Fig. 1: run 1, signal wires on met2
Scale: 4 px per µm.
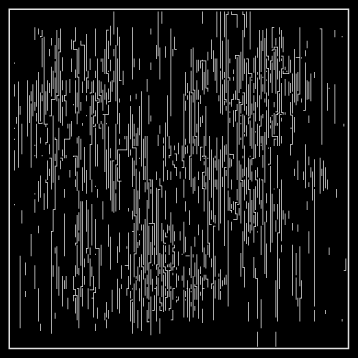
Fig. 2: run 1, layout detail
Region (30, 30) to (55, 55) µm. Cells in grey, sequential cells in the stronger grey; small squares are vias.
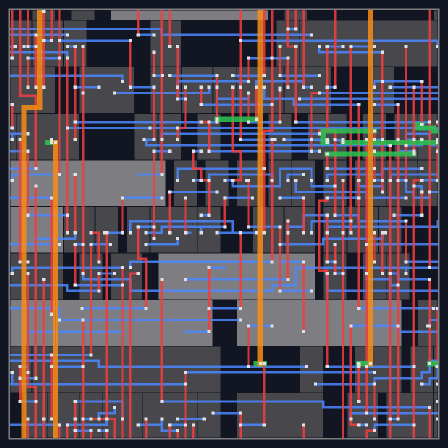
Fig. 3: run 1, congestion heat map
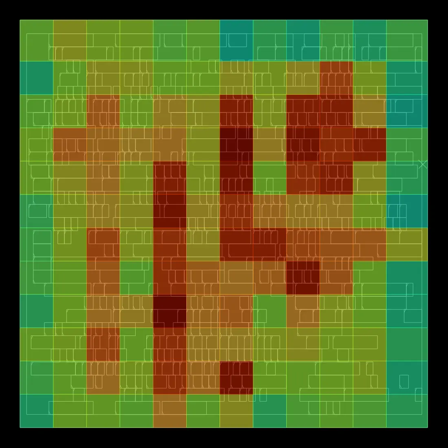
File: src/rtl/spi_frame_reader_pkg.sv
// Shared definitions for the SPI frame reader: frame geometry, reader
// states and small address helpers.
package spi_frame_reader_pkg;

  // Display geometry; one bit per pixel, eight pixels packed per byte.
  localparam int FRAME_WIDTH     = 320;
  localparam int FRAME_HEIGHT    = 240;
  localparam int PIXELS_PER_BYTE = 8;
  localparam int FRAME_BYTES     = (FRAME_WIDTH * FRAME_HEIGHT) / PIXELS_PER_BYTE;

  // Pixel address width into the ping-pong buffer.
  localparam int ADDR_W = 17;

  // Number of idle cycles spent after an address change before the read
  // data is sampled (memory delivers data two cycles after the address).
  localparam logic [1:0] MEM_WAIT = 2'd2;

  // Reader states.
  typedef enum logic [1:0] {
    ST_IDLE  = 2'd0,
    ST_FETCH = 2'd1,
    ST_SHIFT = 2'd2,
    ST_PAD   = 2'd3
  } state_t;

  // Address of the next byte: one byte holds PIXELS_PER_BYTE pixels.
  function automatic logic [ADDR_W-1:0] next_byte_addr(input logic [ADDR_W-1:0] addr);
    return addr + ADDR_W'(PIXELS_PER_BYTE);
  endfunction

endpackage

File: src/rtl/spi_frame_reader_sync_edge.sv
// Multi-flop synchronizer for one asynchronous input plus single-cycle
// rise/fall pulses derived from the synchronized level.
module sync_edge_detect #(
  parameter int   STAGES    = 2,
  parameter logic RESET_VAL = 1'b0
) (
  input  logic i_clk,
  input  logic i_nreset,
  input  logic i_din,
  output logic o_rise,
  output logic o_fall
);

  logic [STAGES-1:0] r_sync;
  logic              r_prev;
  logic              w_level;

  assign w_level = r_sync[STAGES-1];

  // Shift the raw input through the synchronizer and remember the previous settled level
  always_ff @(posedge i_clk or negedge i_nreset) begin
    if (!i_nreset) begin
      r_sync <= {STAGES{RESET_VAL}};
      r_prev <= RESET_VAL;
    end else begin
      r_sync[0] <= i_din;
      for (int i = 1; i < STAGES; i++) begin
        r_sync[i] <= r_sync[i-1];
      end
      r_prev <= w_level;
    end
  end

  // Edge pulses come only from flopped, already-synchronized values
  always_comb begin
    o_rise = w_level & ~r_prev;
    o_fall = ~w_level & r_prev;
  end

endmodule

File: src/rtl/spi_frame_reader.sv
// SPI slave that streams one 1-bpp frame out of the ping-pong buffer,
// MSB first, in SPI mode 0. Bytes are prefetched one ahead so that the
// memory latency never stalls the serial stream; once the frame is done
// only zero bytes are shifted out until chip select is released.
module spi_frame_reader #(
  parameter int FRAME_BYTES = spi_frame_reader_pkg::FRAME_BYTES,
  parameter int SYNC_STAGES = 2
) (
  input  logic        clk,
  input  logic        nreset,
  input  logic        sck,
  input  logic        cs_n,
  output logic        miso,
  input  logic        buffer_ready,
  output logic [16:0] spi_rd_addr,
  input  logic [7:0]  spi_rd_data,
  output logic        busy,
  output logic        frame_sent
);

  import spi_frame_reader_pkg::*;

  localparam int              CNT_W    = $clog2(FRAME_BYTES + 1);
  localparam logic [CNT_W-1:0] LAST_IDX = CNT_W'(FRAME_BYTES - 1);

  // Synchronized edge pulses
  logic w_sck_fall;
  logic w_unused_sck_rise;
  logic w_cs_fall;
  logic w_cs_rise;

  // Registered state
  state_t              r_state;
  logic [ADDR_W-1:0]   r_addr;
  logic [7:0]          r_shreg;
  logic [7:0]          r_prefetch;
  logic [2:0]          r_bit_cnt;
  logic [CNT_W-1:0]    r_byte_cnt;
  logic [1:0]          r_fetch_wait;
  logic [1:0]          r_pf_wait;
  logic                r_pf_pending;
  logic                r_buf_ok;
  logic                r_miso;
  logic                r_busy;
  logic                r_frame_sent;

  // Next-state values
  state_t              w_state_nxt;
  logic [ADDR_W-1:0]   w_addr_nxt;
  logic [7:0]          w_shreg_nxt;
  logic [7:0]          w_prefetch_nxt;
  logic [2:0]          w_bit_cnt_nxt;
  logic [CNT_W-1:0]    w_byte_cnt_nxt;
  logic [1:0]          w_fetch_wait_nxt;
  logic [1:0]          w_pf_wait_nxt;
  logic                w_pf_pending_nxt;
  logic                w_buf_ok_nxt;
  logic                w_miso_nxt;
  logic                w_frame_sent_nxt;
  logic [7:0]          w_rd_byte;

  sync_edge_detect #(
    .STAGES    (SYNC_STAGES),
    .RESET_VAL (1'b0)
  ) u_sck_sync (
    .i_clk    (clk),
    .i_nreset (nreset),
    .i_din    (sck),
    .o_rise   (w_unused_sck_rise),
    .o_fall   (w_sck_fall)
  );

  sync_edge_detect #(
    .STAGES    (SYNC_STAGES),
    .RESET_VAL (1'b1)
  ) u_cs_sync (
    .i_clk    (clk),
    .i_nreset (nreset),
    .i_din    (cs_n),
    .o_rise   (w_cs_rise),
    .o_fall   (w_cs_fall)
  );

  // An empty buffer is served as all-zero pixels
  always_comb begin
    if (r_buf_ok) begin
      w_rd_byte = spi_rd_data;
    end else begin
      w_rd_byte = 8'h00;
    end
  end

  // Next-state and datapath decisions for the reader FSM
  always_comb begin
    w_state_nxt      = r_state;
    w_addr_nxt       = r_addr;
    w_shreg_nxt      = r_shreg;
    w_prefetch_nxt   = r_prefetch;
    w_bit_cnt_nxt    = r_bit_cnt;
    w_byte_cnt_nxt   = r_byte_cnt;
    w_fetch_wait_nxt = r_fetch_wait;
    w_pf_wait_nxt    = r_pf_wait;
    w_pf_pending_nxt = r_pf_pending;
    w_buf_ok_nxt     = r_buf_ok;
    w_miso_nxt       = r_miso;
    w_frame_sent_nxt = 1'b0;

    // Prefetch pipeline: count down the memory latency, then capture
    if (r_pf_pending) begin
      if (r_pf_wait == 2'd0) begin
        w_prefetch_nxt   = w_rd_byte;
        w_pf_pending_nxt = 1'b0;
      end else begin
        w_pf_wait_nxt = r_pf_wait - 2'd1;
      end
    end else begin
      w_pf_pending_nxt = 1'b0;
    end

    case (r_state)
      ST_IDLE: begin
        if (w_cs_fall) begin
          w_state_nxt      = ST_FETCH;
          w_addr_nxt       = '0;
          w_byte_cnt_nxt   = '0;
          w_bit_cnt_nxt    = 3'd0;
          w_fetch_wait_nxt = 2'd0;
          w_shreg_nxt      = 8'h00;
          w_pf_pending_nxt = 1'b0;
          w_buf_ok_nxt     = buffer_ready;
          w_miso_nxt       = 1'b0;
        end else begin
          w_state_nxt = ST_IDLE;
        end
      end

      ST_FETCH: begin
        // sck edges are deliberately ignored until the first byte is loaded
        if (r_fetch_wait == MEM_WAIT) begin
          w_shreg_nxt = w_rd_byte;
          w_miso_nxt  = w_rd_byte[7];
          w_state_nxt = ST_SHIFT;
          if (LAST_IDX != '0) begin
            w_addr_nxt       = next_byte_addr(r_addr);
            w_pf_pending_nxt = 1'b1;
            w_pf_wait_nxt    = MEM_WAIT;
          end else begin
            w_pf_pending_nxt = 1'b0;
          end
        end else begin
          w_fetch_wait_nxt = r_fetch_wait + 2'd1;
        end
      end

      ST_SHIFT: begin
        if (w_sck_fall) begin
          w_bit_cnt_nxt = r_bit_cnt + 3'd1;
          if (r_bit_cnt == 3'd7) begin
            w_byte_cnt_nxt = r_byte_cnt + CNT_W'(1);
            if (r_byte_cnt == LAST_IDX) begin
              // Last frame byte fully shifted: only zeros from here on
              w_frame_sent_nxt = 1'b1;
              w_state_nxt      = ST_PAD;
              w_addr_nxt       = '0;
              w_shreg_nxt      = 8'h00;
              w_prefetch_nxt   = 8'h00;
              w_pf_pending_nxt = 1'b0;
              w_miso_nxt       = 1'b0;
            end else begin
              w_shreg_nxt = r_prefetch;
              w_miso_nxt  = r_prefetch[7];
              // Never issue an address beyond the last frame byte
              if ((r_byte_cnt + CNT_W'(1)) != LAST_IDX) begin
                w_addr_nxt       = next_byte_addr(r_addr);
                w_pf_pending_nxt = 1'b1;
                w_pf_wait_nxt    = MEM_WAIT;
              end else begin
                w_pf_pending_nxt = 1'b0;
              end
            end
          end else begin
            w_shreg_nxt = {r_shreg[6:0], 1'b0};
            w_miso_nxt  = r_shreg[6];
          end
        end else begin
          w_state_nxt = ST_SHIFT;
        end
      end

      ST_PAD: begin
        if (w_sck_fall) begin
          w_bit_cnt_nxt = r_bit_cnt + 3'd1;
          w_shreg_nxt   = 8'h00;
          w_miso_nxt    = 1'b0;
        end else begin
          w_state_nxt = ST_PAD;
        end
      end

      default: begin
        w_state_nxt = ST_IDLE;
        w_miso_nxt  = 1'b0;
      end
    endcase

    // Releasing chip select aborts whatever is in flight
    if (w_cs_rise) begin
      w_state_nxt      = ST_IDLE;
      w_shreg_nxt      = 8'h00;
      w_pf_pending_nxt = 1'b0;
      w_miso_nxt       = 1'b0;
    end else begin
      w_miso_nxt = w_miso_nxt;
    end
  end

  // State and datapath registers, cleared asynchronously by nreset
  always_ff @(posedge clk or negedge nreset) begin
    if (!nreset) begin
      r_state      <= ST_IDLE;
      r_addr       <= '0;
      r_shreg      <= 8'h00;
      r_prefetch   <= 8'h00;
      r_bit_cnt    <= 3'd0;
      r_byte_cnt   <= '0;
      r_fetch_wait <= 2'd0;
      r_pf_wait    <= 2'd0;
      r_pf_pending <= 1'b0;
      r_buf_ok     <= 1'b0;
      r_miso       <= 1'b0;
      r_busy       <= 1'b0;
      r_frame_sent <= 1'b0;
    end else begin
      r_state      <= w_state_nxt;
      r_addr       <= w_addr_nxt;
      r_shreg      <= w_shreg_nxt;
      r_prefetch   <= w_prefetch_nxt;
      r_bit_cnt    <= w_bit_cnt_nxt;
      r_byte_cnt   <= w_byte_cnt_nxt;
      r_fetch_wait <= w_fetch_wait_nxt;
      r_pf_wait    <= w_pf_wait_nxt;
      r_pf_pending <= w_pf_pending_nxt;
      r_buf_ok     <= w_buf_ok_nxt;
      r_miso       <= w_miso_nxt;
      r_busy       <= (w_state_nxt != ST_IDLE);
      r_frame_sent <= w_frame_sent_nxt;
    end
  end

  assign miso        = r_miso;
  assign spi_rd_addr = r_addr;
  assign busy        = r_busy;
  assign frame_sent  = r_frame_sent;

endmodule

File: config.mk
export PLATFORM = sky130hd
export DESIGN_NAME = spi_frame_reader
export DESIGN_NICKNAME = d
export VERILOG_FILES = /design/src/rtl/spi_frame_reader_pkg.sv /design/src/rtl/spi_frame_reader_sync_edge.sv /design/src/rtl/spi_frame_reader.sv
export SDC_FILE = /design/constraint.sdc
export NUM_CORES = 1
export LEC_CHECK = 0
export ABC_AREA = 1
export CORE_UTILIZATION = 55
export CTS_BUF_LIST = sky130_fd_sc_hd__clkbuf_4 sky130_fd_sc_hd__clkbuf_8
export DETAILED_ROUTE_END_ITERATION = 16
export PLACE_DENSITY = 0.77
export SKIP_LAST_GASP = 1
export SYNTH_ARGS = -nofsm -noshare
export SYNTH_HDL_FRONTEND = slang
export SYNTH_SLANG_ARGS = --single-unit
File: constraint.sdc
create_clock -name clk -period 3.1 [get_ports clk]
set_input_delay 0.775 -clock clk [delete_from_list [all_inputs] [get_ports clk]]
set_output_delay 0.775 -clock clk [all_outputs]
set_load 0.03 [all_outputs]
==> results.json, run 1 <==
{
  "min_from": "u_cs_sync.r_sync[0]",
  "overflow": 0,
  "whs_ns": 0.361,
  "crit_path_start": "r_state[1]",
  "setup_viol": 0,
  "arrival_ns": 2.92,
  "cts.reportedPaths.clkPinSlew_ns": 0.07,
  "antenna_found_initial": 0,
  "period_minus_slack_ns": 2.64,
  "grt_pass1_wl_mm": 15.4,
  "ant_nets": 0,
  "design.core.area_um2": 6460,
  "syn_inst": 498,
  "startpoint_type": "flip-flop",
  "power.density_nw_per_um2": 538,
  "cap_violations": 0,
  "cts_setup_buffers": 0,
  "cts_tree": "built",
  "chipArea_um2": 7130,
  "reg2reg_from": "r_state[1]",
  "numSynthFlops": 63,
  "postCtsHoldBufs": 0,
  "skew_ns": 0.00765,
  "first_pass_iters": 14,
  "diodes": 0,
  "finalSetupTns_ns": 0,
  "post-route-period-util_pct": 85.2,
  "rsz0062_at_grt": "false",
  "report.final.slew_viol_count": 0,
  "routed_wl_mm": 8.99,
  "tightest_slew_ns": 0.790,
  "gp_congestion": 0.908,
  "slowest_stage": "nor3_1",
  "fmax_mhz": 378,
  "syn_to_final_growth_pct": 16.0,
  "cts_max_level": 3,
  "reg2reg_depth": 9,
  "grt_pass1_vias": 3416,
  "cts_buffers": 9,
  "initCoreUtil_pct": 57.9,
  "grtUsageMet3_pct": 5.21,
  "lay_top_cells": "nand2_1, nand3_1, dfrtp_1, inv_1, nor2_1",
  "max_stage_delay_ns": 0.62,
  "synth_stat.cells": 498,
  "ys_seq_share_pct": 42.3,
  "critical_path_required_ns": 3.37,
  "synth_area_um2": 3740,
  "rows": 29,
  "tool_warnings": 31,
  "p_leak_nw": 1.99,
  "pre_cts_ws_ns": 0.561,
  "path_cells": "inv_1 -> ha_1 -> inv_1 -> nor2_1 -> inv_1 -> nand3_1 -> nor3_1 -> o21ai_0 -> nand2_1",
  "ff_type": "dfrtp_1",
  "clockRootBuffer": "clkbuf_8",
  "max-clock-path-buffers": 2,
  "hp-class": "flip-flop to flip-flop",
  "fin_nets": 556,
  "cts_resized": 0,
  "ys_area_um2": 3740,
  "violations": "DRC",
  "ios": 33,
  "hold_end": "u_cs_sync.r_sync[1]",
  "drcViolationCount": 1,
  "fin_ws_ns": 0.457,
  "grt_max_degree": 37,
  "slew-limit-headroom_pct": 46.9,
  "track_usage_pct": 27.3,
  "synth_warnings": 0,
  "path_class": "flip-flop to flip-flop",
  "clock-sinks": 63,
  "dp_hpwl_mm": 6.44,
  "edf_count": 0,
  "drtIter0Drc": 234,
  "cp_common_cell": "inv_1",
  "vdd_drop_max_mv": 0.313,
  "viasPerCell": 5.73,
  "synth-async-reset-ratio_pct": 100,
  "r2r_slack_ns": 0.46,
  "num_vias": 3519,
  "drive_gt1_share_pct": 8.38,
  "insertion_delay_ns": 0.34,
  "synth_cell_types": 44,
  "lay_top_count": "nand2_1",
  "rr_endpoint": "r_shreg[1]",
  "avgSynthCellArea_um2": 7.51,
  "outcome": "finished, violations left",
  "io_buffers": 29,
  "hold_viol_final": 0,
  "worstHoldPathCells": 0,
  "setup.worst_path.end_class": "flip-flop",
  "critPathMaxFanout": 14,
  "dieHeight_um": 84.4,
  "dieWidth_um": 84.4
}
About Fig. 1:
main direction: vertical
share of all routed wire: 46%
wire length on this layer: 4,100 µm
nets with wire on the layer: 455

About Fig. 2:
| colour | layer |
|---|---|
| orange | M4 |
| green | M3 |
| red | M2 |
| blue | M1 |
most frequent: nand2_1 (19), inv_1 (9), a21oi_1 (7)
sequential cells in the window: 4
cells with their middle in the window: 68

About Fig. 3:
final core occ: 67.1%
met2 Resource Use GR: 43.3%
post-DR wirelength/cell: 14.6 µm
GR Layer Usage met1: 36.1%
gr busiest metal: met2

-- run 1: logic make-up (layout without fill, tap and decap cells) --
logic type                 after synthesis  after routing  share of synthesized area [%]
adders and majority gates               11             11                           3.68
other                                    1              3                          0.100
and+or+nand+nor                        269            269                           32.1
xor gates and xnor gates                10             10                           2.34
muxes                                    1              1                          0.301
DFF                                     63             63                           42.3
AOI/OAI and AO/OA                       68             68                           11.1
buffers and inverters                   75            112                           8.07
-- run 1: state kept, by name, summed over array words and instances, names as in the netlist, 2 cells and up --
name and count:
u_cs_sync.r_sync 2, r_prefetch 8, r_fetch_wait 2, r_byte_cnt 14
r_bit_cnt 3, r_shreg 7, r_state 2, r_pf_wait 2
u_sck_sync.r_sync 2, spi_rd_addr 14
-- run 1: power breakdown --
group	internal, mW	switching (mW)	total (mW)
Clock	0.495	0.330	0.825
Sequential	0.920	0.0838	1.00
Combinational	0.169	0.336	0.505
Total	1.58	0.749	2.33
-- run 1: synth_stat cells (all sizes together), types with 2 or more instances --
master | number | area share, %
o22ai | 9 | 1.5
ha | 11 | 3.7
buf | 5 | 1.0
o31ai | 2 | 0.40
a22o | 3 | 0.70
nand3 | 61 | 8.3
clkinv | 2 | 0.20
clkbuf | 7 | 0.70
inv | 61 | 6.1
o21ai | 34 | 4.8
nand4 | 7 | 1.2
a21oi | 12 | 1.6
dfstp | 3 | 2.1
nor3 | 15 | 2.3
o211ai | 3 | 0.60
dfrtp | 60 | 40
nor2 | 42 | 5.0
xor2 | 9 | 2.1
nand2 | 138 | 14
-- run 1: worst max-delay path, delay by kind of cell, from the launching register on --
kind,cells,cell delay (ns)
buffers and inverters,3,0.48
AND-OR/OR-AND,1,0.29
flip-flops,1,0.44
adder cells (fa/ha/maj),1,0.38
AND/OR/NAND/NOR,4,0.99
-- run 1: through the flow --
| step | total power [mW] | instance area [µm²] | cells |
|---|---|---|---|
| final | 2.33 | 4340 | 614 |
| after global routing | 2.45 | 4340 | 614 |
| after CTS | 2.34 | 4340 | 614 |
| after detailed placement | 1.51 | 4110 | 598 |
| after global placement | 1.50 | 4110 | 598 |
| after floorplan | 1.35 | 3750 | 500 |
-- run 1: per-layer routing --
layer	wire [µm]	up-vias
li1	-	1701
met1	4040	1626
met2	4100	160
met3	559	32
met4	293	0
met5	0	-
-- run 1: cell type report --
| cell class | instances | area, µm² |
|---|---|---|
| Clock buffer | 11 | 151 |
| Clock inverter | 5 | 80.1 |
| Fill cell | 549 | 2120 |
| Inverter | 63 | 236 |
| Multi-Input combinational cell | 362 | 1860 |
| Sequential cell | 63 | 1580 |
| Tap cell | 77 | 96.3 |
| Timing Repair Buffer | 33 | 328 |
-- run 1: how the worst max path moves through the flow --
| stage | slack (ns) | to | cells past startpoint |
|---|---|---|---|
| 2_1_floorplan | 1.18 | spi_rd_addr[11] | 10 |
| 3_5_place_dp | 0.56 | busy | 9 |
| 5_1_grt | 0.21 | r_shreg[1] | 9 |
| 6_report | 0.46 | r_shreg[1] | 9 |
| 3_3_place_gp | 0.61 | busy | 9 |
| 4_1_cts | 0.53 | busy | 9 |
==> run 1 -> run 2 <==
==> constraint.sdc (replaced) <==
create_clock -name clk -period 3.2 [get_ports clk]
set_input_delay 0.8 -clock clk [delete_from_list [all_inputs] [get_ports clk]]
set_output_delay 0.8 -clock clk [all_outputs]
set_load 0.03 [all_outputs]
Fig. 4: run 2, layout detail
Region (30, 30) to (55, 55) µm. Cells in grey, sequential cells in the stronger grey; small squares are vias.
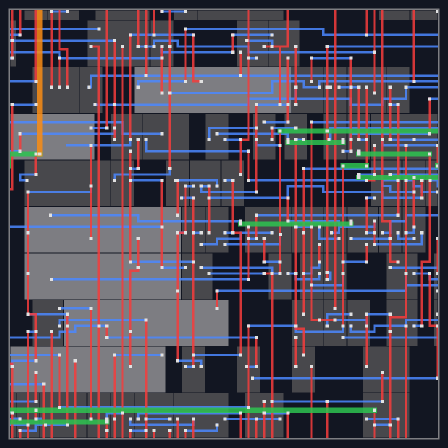
| colour | layer |
|---|---|
| red | M2 |
| orange | M4 |
| blue | M1 |
| green | M3 |
sequential cells in the window: 6
netlist names of flops here include: r_pf_wait (2)
most frequent: nand2_1 (20), a21oi_1 (7)
cells with their middle in the window: 61

Fig. 5: run 2, signal wires on met2
Scale: 4 px per µm.
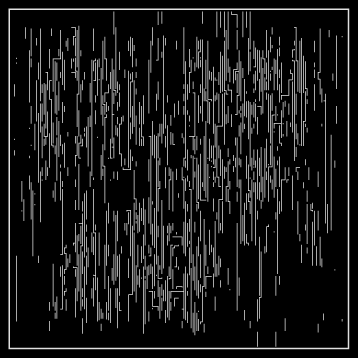
share of all routed wire: 46%
wire length on this layer: 3,920 µm
main direction: vertical
longest straight run: 32.3 µm

==> results.json, run 2 <==
{
  "cts_max_level": 3,
  "setup.worst_path.end_class": "flip-flop",
  "whs_ns": 0.360,
  "lay_top_count": "nand2_1",
  "combGateArea_um2": 1860,
  "grt_max_degree": 64,
  "clock-sinks": 63,
  "ff_type": "dfrtp_1",
  "tightest_slew_ns": 0.771,
  "period_minus_slack_ns": 2.52,
  "fmax_mhz": 397,
  "finalSetupTns_ns": 0,
  "synth_cell_types": 44,
  "gp_congestion": 0.925,
  "p_switching_uw": 708,
  "cts_buffers": 9,
  "antenna_found_initial": 0,
  "diodes": 0,
  "dieHeight_um": 84.4,
  "overflow": 0,
  "drtIter0Drc": 218,
  "drcViolationCount": 2,
  "initCoreUtil_pct": 57.9,
  "chipArea_um2": 7130,
  "syn_inst": 498,
  "critical_path_required_ns": 3.47,
  "startpoint_type": "flip-flop",
  "path_class": "flip-flop to flip-flop",
  "fin_cells": 614,
  "p_leak_nw": 1.99,
  "reg2reg_from": "r_state[1]",
  "num_vias": 3400,
  "arrival_ns": 2.79,
  "violations": "DRC",
  "rr_endpoint": "miso",
  "synth_top_area_share_pct": 40.2,
  "design.core.area_um2": 6460,
  "syn_to_final_growth_pct": 16.0,
  "ant_nets": 0,
  "grt_pass1_vias": 3178,
  "reg2reg_depth": 9,
  "synth_stat.cells": 498,
  "cts_setup_buffers": 0,
  "most_common_cell": "nand2_1",
  "rows": 29,
  "min_from": "u_sck_sync.r_sync[0]",
  "cts_resized": 0,
  "ys_seq_share_pct": 42.3,
  "rsz0062_at_grt": "false",
  "lay_top_cells": "nand2_1, nand3_1, dfrtp_1, inv_1, nor2_1",
  "hold_viol_final": 0,
  "r2r_slack_ns": 0.68,
  "post-route-period-util_pct": 78.7,
  "p_sw_share_pct": 31.6,
  "report.final.slew_viol_count": 0,
  "vdd_drop_max_mv": 0.366,
  "regArea_um2": 1580,
  "skew_ns": 0.00992,
  "clockRootBuffer": "clkbuf_8",
  "fill_cells": 559,
  "cts_tree": "built",
  "worstHoldPathCells": 0,
  "grt_pass1_wl_mm": 14.4,
  "hp-class": "flip-flop to flip-flop",
  "cts.reportedPaths.clkPinSlew_ns": 0.06,
  "synth-async-reset-ratio_pct": 100,
  "p_int_mw": 1.54,
  "track_usage_pct": 25.3,
  "insertion_delay_ns": 0.35,
  "avgSynthCellArea_um2": 7.51,
  "p_clk_share_pct": 35.5,
  "setup_viol": 0,
  "outcome": "finished, violations left",
  "routedWlPerCell_um": 13.8,
  "postCtsHoldBufs": 0,
  "critPathMaxFanout": 14,
  "ios": 33,
  "drive_gt1_share_pct": 8.38,
  "dieWidth_um": 84.4
}
[run 2: layout make-up]
class / count / area share (%)
inverter: 63 / 5.45
tap: 77 / 2.22
clock buffer: 11 / 3.49
timing repair buffer: 33 / 7.56
sequential: 63 / 36.4
clock inverter: 5 / 1.85
multi-input combinational: 362 / 43.0
[run 2: logic make-up (layout without fill, tap and decap cells)]
kind of cell	count (synthesis)	in the layout	share of synthesized area, %
adder cells (fa/ha/maj)	11	11	3.68
multiplexers	1	1	0.301
AND-OR/OR-AND	68	68	11.1
XOR/XNOR	10	10	2.34
flip-flops	63	63	42.3
buffers and inverters	75	112	8.07
AND/OR/NAND/NOR	269	269	32.1
other	1	3	0.100
[run 2: power groups by stage]
stage,sequential (mW),clock [mW],combinational [mW]
after floorplan,0.959,0,0.354
after global placement,0.979,0,0.463
after detailed placement,0.981,0,0.472
after CTS,0.966,0.811,0.475
after global routing,0.979,0.840,0.534
final,0.969,0.796,0.479
[run 2: layer usage]
metal	GRT usage (%)	wire length (µm)	up-vias
li1	-	-	1696
met1	34.2	3970	1580
met2	41.4	3920	109
met3	4.33	468	15
met4	9.09	116	0
met5	0	0	-
[run 2: through the flow]
stage	worst slack, ns	cell area [µm²]	utilization (%)
6_report	0.683	4340	67.1
5_1_grt	0.508	4340	67.1
4_1_cts	0.747	4340	67.1
3_5_place_dp	0.789	4110	63.6
3_3_place_gp	0.893	4110	63.6
2_1_floorplan	1.28	3750	-
[run 2: critical path, stage by stage (launching register included)]
cell and delay (ns):
dfrtp_1 0.45, inv_1 0.11, ha_1 0.38, inv_1 0.21, nor2_1 0.12, inv_1 0.12
nand3_1 0.11, nor3_1 0.61, o21ai_0 0.24, nand2_1 0.10
[run 2: worst max-delay path by stage]
stage	start	endpoint	slack [ns]	cells after the start
6_report	r_state[1]	miso	0.68	9
5_1_grt	r_state[0]	spi_rd_addr[3]	0.51	8
4_1_cts	r_state[1]	miso	0.75	9
3_5_place_dp	r_state[1]	miso	0.79	9
3_3_place_gp	r_state[1]	busy	0.89	9
2_1_floorplan	r_state[0]	spi_rd_addr[11]	1.28	10
No activity file was given, so power comes from the tool's default toggle rates.
